**Signal metal coverage by tile**

The die is cut into 11 by 13 equal tiles; dark blue is low, red is high, scaled to the fullest tile. Values are wire area over tile area, all layers added.
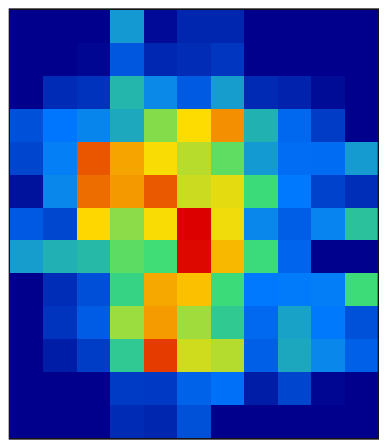
**Where the registers sit**

Scale bar: 20 microns.
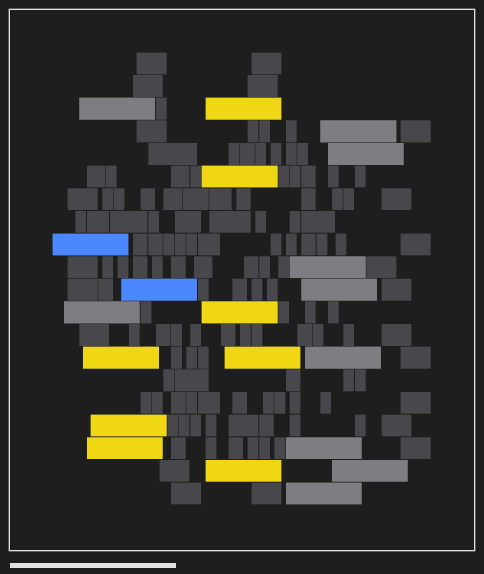
**Sizing map**

Scale bar: 20 microns.
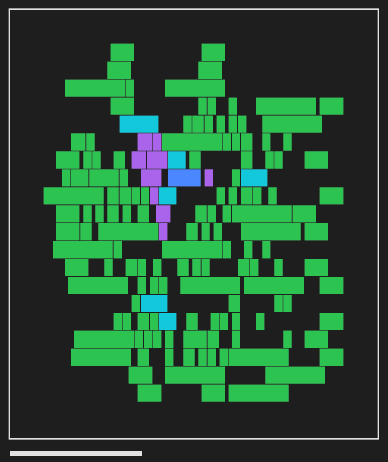
**Routed clock nets over the placement**

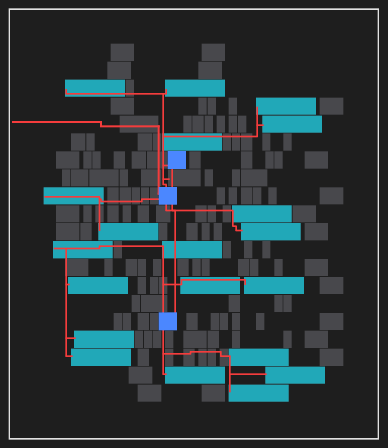
**Cell placement**

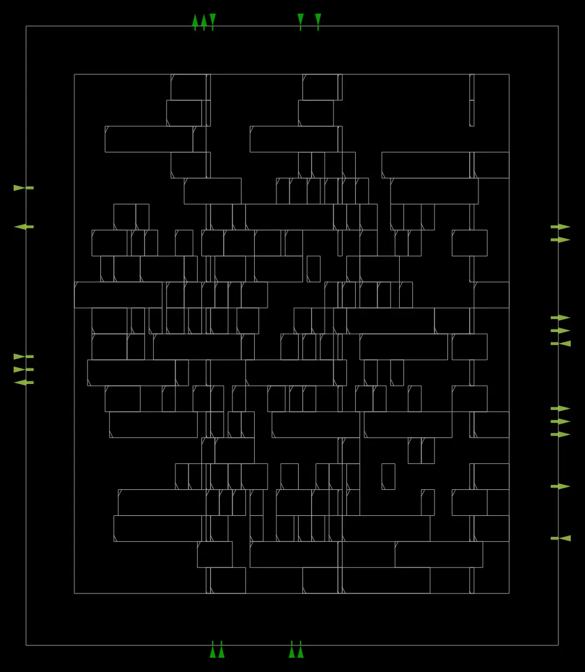
[src/rtl/r_fwft_out_pkg.sv]
// Shared constants and types for the async FIFO read-side output stage.
package r_fwft_out_pkg;

  localparam int unsigned DATA_SIZE = 8;
  localparam int unsigned ADDR_SIZE = 4;
  localparam int unsigned BUF_DEPTH = 2;

  // Occupancy of the 2-entry output buffer; the encoding doubles as the count.
  typedef enum logic [1:0] {
    BUF_EMPTY = 2'd0,
    BUF_ONE   = 2'd1,
    BUF_FULL  = 2'd2
  } buf_cnt_e;

endpackage

[src/rtl/r_fwft_out_if.sv]
// Valid/ready stream carrying first-word-fall-through FIFO output words.
interface r_fwft_out_if
  import r_fwft_out_pkg::*;
#(
  parameter int unsigned DATA_SIZE = r_fwft_out_pkg::DATA_SIZE
);

  logic                 m_valid;
  logic                 m_ready;
  logic [DATA_SIZE-1:0] m_data;

  modport master (output m_valid, output m_data, input m_ready);
  modport slave  (input m_valid, input m_data, output m_ready);

endinterface

[src/rtl/r_fwft_out_skid_buf.sv]
// Two-entry head/tail register buffer; head is the registered output word.
module r_skid_buf
  import r_fwft_out_pkg::*;
#(
  parameter int unsigned DATA_SIZE = r_fwft_out_pkg::DATA_SIZE
) (
  input  logic                 clk,
  input  logic                 rst_n,
  input  logic                 push,
  input  logic                 pop,
  input  logic [DATA_SIZE-1:0] data,
  output logic [DATA_SIZE-1:0] head,
  output logic                 valid,
  output buf_cnt_e             cnt
);

  logic [DATA_SIZE-1:0] tail;
  logic [DATA_SIZE-1:0] head_nxt;
  logic [DATA_SIZE-1:0] tail_nxt;
  buf_cnt_e             cnt_nxt;

  always_comb begin
    head_nxt = head;
    tail_nxt = tail;
    cnt_nxt  = cnt;
    unique case (cnt)
      BUF_EMPTY: begin
        if (push) begin
          head_nxt = data;
          cnt_nxt  = BUF_ONE;
        end
      end
      BUF_ONE: begin
        unique case ({push, pop})
          2'b11:   head_nxt = data;
          2'b10: begin
            tail_nxt = data;
            cnt_nxt  = BUF_FULL;
          end
          2'b01:   cnt_nxt = BUF_EMPTY;
          default: ;
        endcase
      end
      BUF_FULL: begin
        // Full buffer never sees push without pop: the top throttles r_inc.
        if (pop) begin
          head_nxt = tail;
          if (push) tail_nxt = data;
          else      cnt_nxt  = BUF_ONE;
        end
      end
      default: cnt_nxt = BUF_EMPTY;
    endcase
  end

  always_ff @(posedge clk or negedge rst_n) begin
    if (!rst_n) begin
      cnt   <= BUF_EMPTY;
      head  <= '0;
      tail  <= '0;
      valid <= 1'b0;
    end else begin
      assert (!(cnt == BUF_FULL && push && !pop));
      cnt   <= cnt_nxt;
      head  <= head_nxt;
      tail  <= tail_nxt;
      valid <= (cnt_nxt != BUF_EMPTY);
    end
  end

endmodule

[src/rtl/r_fwft_out.sv]
// FWFT output stage: prefetches sync-read RAM words into a 2-entry buffer,
// presenting a registered valid/ready stream at up to one word per cycle.
module r_fwft_out
  import r_fwft_out_pkg::*;
#(
  parameter int unsigned DATA_SIZE = r_fwft_out_pkg::DATA_SIZE,
  parameter int unsigned BUF_DEPTH = r_fwft_out_pkg::BUF_DEPTH
) (
  input  logic                 r_clk,
  input  logic                 r_rst_n,
  input  logic                 r_empty,
  output logic                 r_inc,
  input  logic [DATA_SIZE-1:0] r_mem_data,
  r_fwft_out_if.master         m,
  output logic [1:0]           r_buf_cnt
);

  if (BUF_DEPTH != 2) begin : g_bad_depth
    $error("r_fwft_out supports BUF_DEPTH == 2 only");
  end

  logic     pend;
  logic     pop;
  logic     valid;
  logic [DATA_SIZE-1:0] head;
  logic [2:0] fill;
  buf_cnt_e cnt;

  assign pop  = valid & m.m_ready;
  assign fill = {1'b0, cnt} + {2'b00, pend};
  // Buffered plus in-flight words are capped at two; a pop frees one slot.
  assign r_inc = ~r_empty & ((fill < 3'd2) | pop);

  always_ff @(posedge r_clk or negedge r_rst_n) begin
    if (!r_rst_n) begin
      pend <= 1'b0;
    end else begin
      assert (fill <= 3'd2);
      pend <= r_inc;
    end
  end

  r_skid_buf #(.DATA_SIZE(DATA_SIZE)) u_skid_buf (
    .clk   (r_clk),
    .rst_n (r_rst_n),
    .push  (pend),
    .pop   (pop),
    .data  (r_mem_data),
    .head  (head),
    .valid (valid),
    .cnt   (cnt)
  );

  assign m.m_valid = valid;
  assign m.m_data  = head;
  assign r_buf_cnt = cnt;

endmodule

[src/flat_wrapper.sv]
// flat-port wrapper written by rule: the top's interface ports become plain ports
module r_fwft_out_flat import r_fwft_out_pkg::*;
#(
  parameter int unsigned DATA_SIZE = r_fwft_out_pkg::DATA_SIZE,
  parameter int unsigned BUF_DEPTH = r_fwft_out_pkg::BUF_DEPTH
)
  (r_clk, r_rst_n, r_empty, r_inc, r_mem_data, r_buf_cnt, m_m_valid, m_m_data, m_m_ready);
  r_fwft_out_if #(.DATA_SIZE(DATA_SIZE)) m_i ();
  input  logic r_clk;
  input  logic r_rst_n;
  input  logic r_empty;
  output logic r_inc;
  input  logic [DATA_SIZE-1:0] r_mem_data;
  output logic [1:0] r_buf_cnt;
  output wire logic [$bits(m_i.m_valid)-1:0] m_m_valid;
  output wire logic [$bits(m_i.m_data)-1:0] m_m_data;
  input wire logic [$bits(m_i.m_ready)-1:0] m_m_ready;
  assign m_m_valid = m_i.m_valid;
  assign m_m_data = m_i.m_data;
  assign m_i.m_ready = m_m_ready;
  r_fwft_out #(.DATA_SIZE(DATA_SIZE), .BUF_DEPTH(BUF_DEPTH)) u_core (.r_clk(r_clk), .r_rst_n(r_rst_n), .r_empty(r_empty), .r_inc(r_inc), .r_mem_data(r_mem_data), .m(m_i), .r_buf_cnt(r_buf_cnt));
endmodule
[config.mk]
export PLATFORM = sky130hd
export DESIGN_NAME = r_fwft_out_flat
export DESIGN_NICKNAME = d
export VERILOG_FILES = /design/src/rtl/r_fwft_out_pkg.sv /design/src/rtl/r_fwft_out_if.sv /design/src/rtl/r_fwft_out_skid_buf.sv /design/src/rtl/r_fwft_out.sv /design/src/flat_wrapper.sv
export SDC_FILE = /design/constraint.sdc
export NUM_CORES = 1
export LEC_CHECK = 0
export ABC_AREA = 1
export CAP_MARGIN = 5
export CORE_ASPECT_RATIO = 1.2
export CORE_MARGIN = 5
export CORE_UTILIZATION = 40
export DETAILED_ROUTE_END_ITERATION = 6
export PLACE_DENSITY = 0.67
export SYNTH_ARGS = -nofsm -noshare
export SYNTH_HDL_FRONTEND = slang
export SYNTH_SLANG_ARGS = --single-unit
[constraint.sdc]
create_clock -name r_clk -period 3 [get_ports r_clk]
set_input_delay 0.3 -clock r_clk [delete_from_list [all_inputs] [get_ports r_clk]]
set_output_delay 0.3 -clock r_clk [all_outputs]
set_load 0.01 [all_outputs]
==> GITHUB_STEP_SUMMARY <==
### Flow metrics

| Metric | Value |
|---|---|
| Status | finished, final reports clean |
| DRT antenna net count | 0 |
| Width of the chip | 55.8 microns |
| Total CTS buffers | 3 |
| Count of library flops with an enable pin | 0 |
| Top cells, area | dfrtp_1 50%, nand2_1 24%, nand3_1 9.5%, buf_6 2.2%, nand2_4 2.2% |
| Leak | 0.000663 uW |
| R2r startpoint | u_core.u_skid_buf.valid |
| Hold_sp | u_core.u_skid_buf.tail[5] |
| Pwr Density | 1070 nW/um^2 |
| Fin. Hold Viols | 0 |
| Hold EP | u_core.u_skid_buf.tail[5] |
| Dpl hpwl | 1.64 mm |
| Register Area | 500 sq um |
| Asr flop ratio synth | 100% |
| Die Size | 3620 sq um |
| Violation count after the first detailed-route iteration | 18 |
| Row Count | 20 |
| GPL Wtd Cong | 0.827 |
| CTS tree | built |
| Port Buffers | 23 |
| Clk sinks | 20 |
| CP arrival | 1.75 ns |
| Setup TNS | 0 ns |
| Area share, top type | 49.8% |
| Final setup fails | 0 |
| RSZ-0062 raised after global routing | false |
| Syn avg cell area | 7.91 sq um |
| Distinct lib cells | 19 |
| Worst slew margin | 40.7% |
| DR vias | 885 |
| Top-level I/O count | 24 |
| Hold WC Path Type | reg -> reg |
| WL/cell | 11.9 microns |
| Largest net degree at the start of global routing | 21 |
| Layout cells sized above 1 | 10.5% |
| Worst EP required | 2.70 ns |
| Final worst-path cycle share | 68.3% |
| Tmin final | 2.05 ns |
| FP Core Util | 40.6% |
| Main flop type | dfrtp_1 |
| Mapped cell area | 1000 sq um |
| Post-CTS setup buffer count | 0 |
| CP max stage delay | 0.56 ns |
| Bufs and invs on worst path | 2 |
| CP Launch Type | flop |
| Vias in the first global route | 875 |
| Area leader, netlist | dfrtp_1 |
| Tool warnings | 26 |
## Picture notes: 'signal metal coverage by tile'
The emptiest ninth of the die: north-east. The densest ninth of the die: centre. 22% of the tiles are over half the peak. 25% of the tiles are nearly empty.
final wirelength: 2.20 mm
GRT Overall Usage: 13.7%

## Picture notes: 'where the registers sit'
Yellow stands for `u_core.u_skid_buf.tail`, placed flops 8. Blue stands for `u_core.u_skid_buf.cnt`, placed flops 2.
Another 10 sequential cells are not coloured.
P_seq: 489 uW
end-of-flow core utilization: 52.1%
flop share of the area: 38.8%

## Picture notes: 'sizing map'
Blue stands for drive 6 and up, cells 1, most used clkbuf_8. Cyan stands for drive 3 to 4, cells 6, most used clkbuf_4. Green stands for drive 1 or less, cells 136, most used nand2_1. Purple stands for drive 2, cells 9, most used inv_2.
Final Cell Area: 1290 sq um
final worst setup slack: 0.950 ns
buffers outside the clock class: 23
synthesis-to-finish area growth: 28.4%

## Picture notes: 'routed clock nets over the placement'
Blue stands for cells driving clock nets, count 3. Red stands for clock wires, length 250 microns. Cyan stands for flip-flops, count 20.
There are 4 routed clock nets.
clk latency late pin: 0.30 ns
Worst Skew: 0.00607 ns
Clk pwr share: 11.5%
Clock group: 158 uW

## Picture notes: 'cell placement'
seq_cells: 20
core area: 2480 sq um
Layout fillers: 238

## worst max path at each step
| stage | start | end | slack (ns) | cells past startpoint |
|---|---|---|---|---|
| 2_1_floorplan | u_core.u_skid_buf.valid | u_core.u_skid_buf.tail[0] | 1.62 | 9 |
| 3_3_place_gp | m_m_ready | r_inc | 0.97 | 4 |
| 3_5_place_dp | m_m_ready | r_inc | 0.96 | 4 |
| 4_1_cts | u_core.u_skid_buf.cnt[1] | r_inc | 0.93 | 4 |
| 5_1_grt | u_core.u_skid_buf.cnt[1] | r_inc | 0.83 | 4 |
| 6_report | u_core.u_skid_buf.cnt[1] | r_inc | 0.95 | 4 |
## tightest hold or removal path, stage by stage, from the launching register on
cell	delay, ns
dfrtp_1	0.36
nand2_1	0.05
nand2_1	0.05
## cells in the final DEF, fill, tap and decap left out, drive strengths merged
| cell type | n |
|---|---|
| inv | 8 |
| o21ai | 4 |
| ha | 1 |
| dfrtp | 20 |
| a21oi | 2 |
| clkbuf | 4 |
| nand2 | 66 |
| nand3b | 1 |
| nor2 | 3 |
| nand3 | 19 |
| nand4 | 1 |
| clkdlybuf4s50 | 23 |
## flip-flops by register name (all words and copies together) (netlist names)
name,cells
u_core.u_skid_buf.head,8
u_core.u_skid_buf.tail,8
u_core.u_skid_buf.cnt,2
u_core.pend,1
u_core.u_skid_buf.valid,1
## report_power, final
part           total (uW)  internal, uW  switching (uW)
logic                 729           304             425
clock network         158          73.9            84.3
registers             489           401            87.8
total                1380           779             597
## cell families after synthesis
kind of cell / share of synthesized area (%)
DFF: 49.8
AOI/OAI and AO/OA: 4.86
buffers and inverters: 5.23
adders and majority gates: 1.25
and+or+nand+nor: 38.9
## layout make-up
| type | instances | area share [%] |
|---|---|---|
| Clock buffer | 4 | 2.81 |
| Inverter | 8 | 2.33 |
| Multi-Input combinational cell | 97 | 35.0 |
| Sequential cell | 20 | 38.8 |
| Tap cell | 33 | 3.20 |
| Timing Repair Buffer | 23 | 17.8 |
## metrics by stage
stage          instances  setup WS, ns  power [uW]  instance area, sq um
6_report             185         0.950        1380                  1290
4_1_cts              185         0.929        1390                  1290
3_5_place_dp         181         0.965        1230                  1250
3_3_place_gp         181         0.968        1210                  1250
2_1_floorplan        127          1.62         973                  1000
5_1_grt              185         0.828        1520                  1290
## routing by layer
metal / share of wire (%) / vias up / GRT usage (%)
met5: 0 / - / 0
met4: 0.64 / 0 / 4.56
met3: 4.7 / 4 / 3.19
met2: 50 / 21 / 23.2
met1: 45 / 404 / 17.2
li1: - / 456 / -
No activity file was given, so power comes from the tool's default toggle rates.
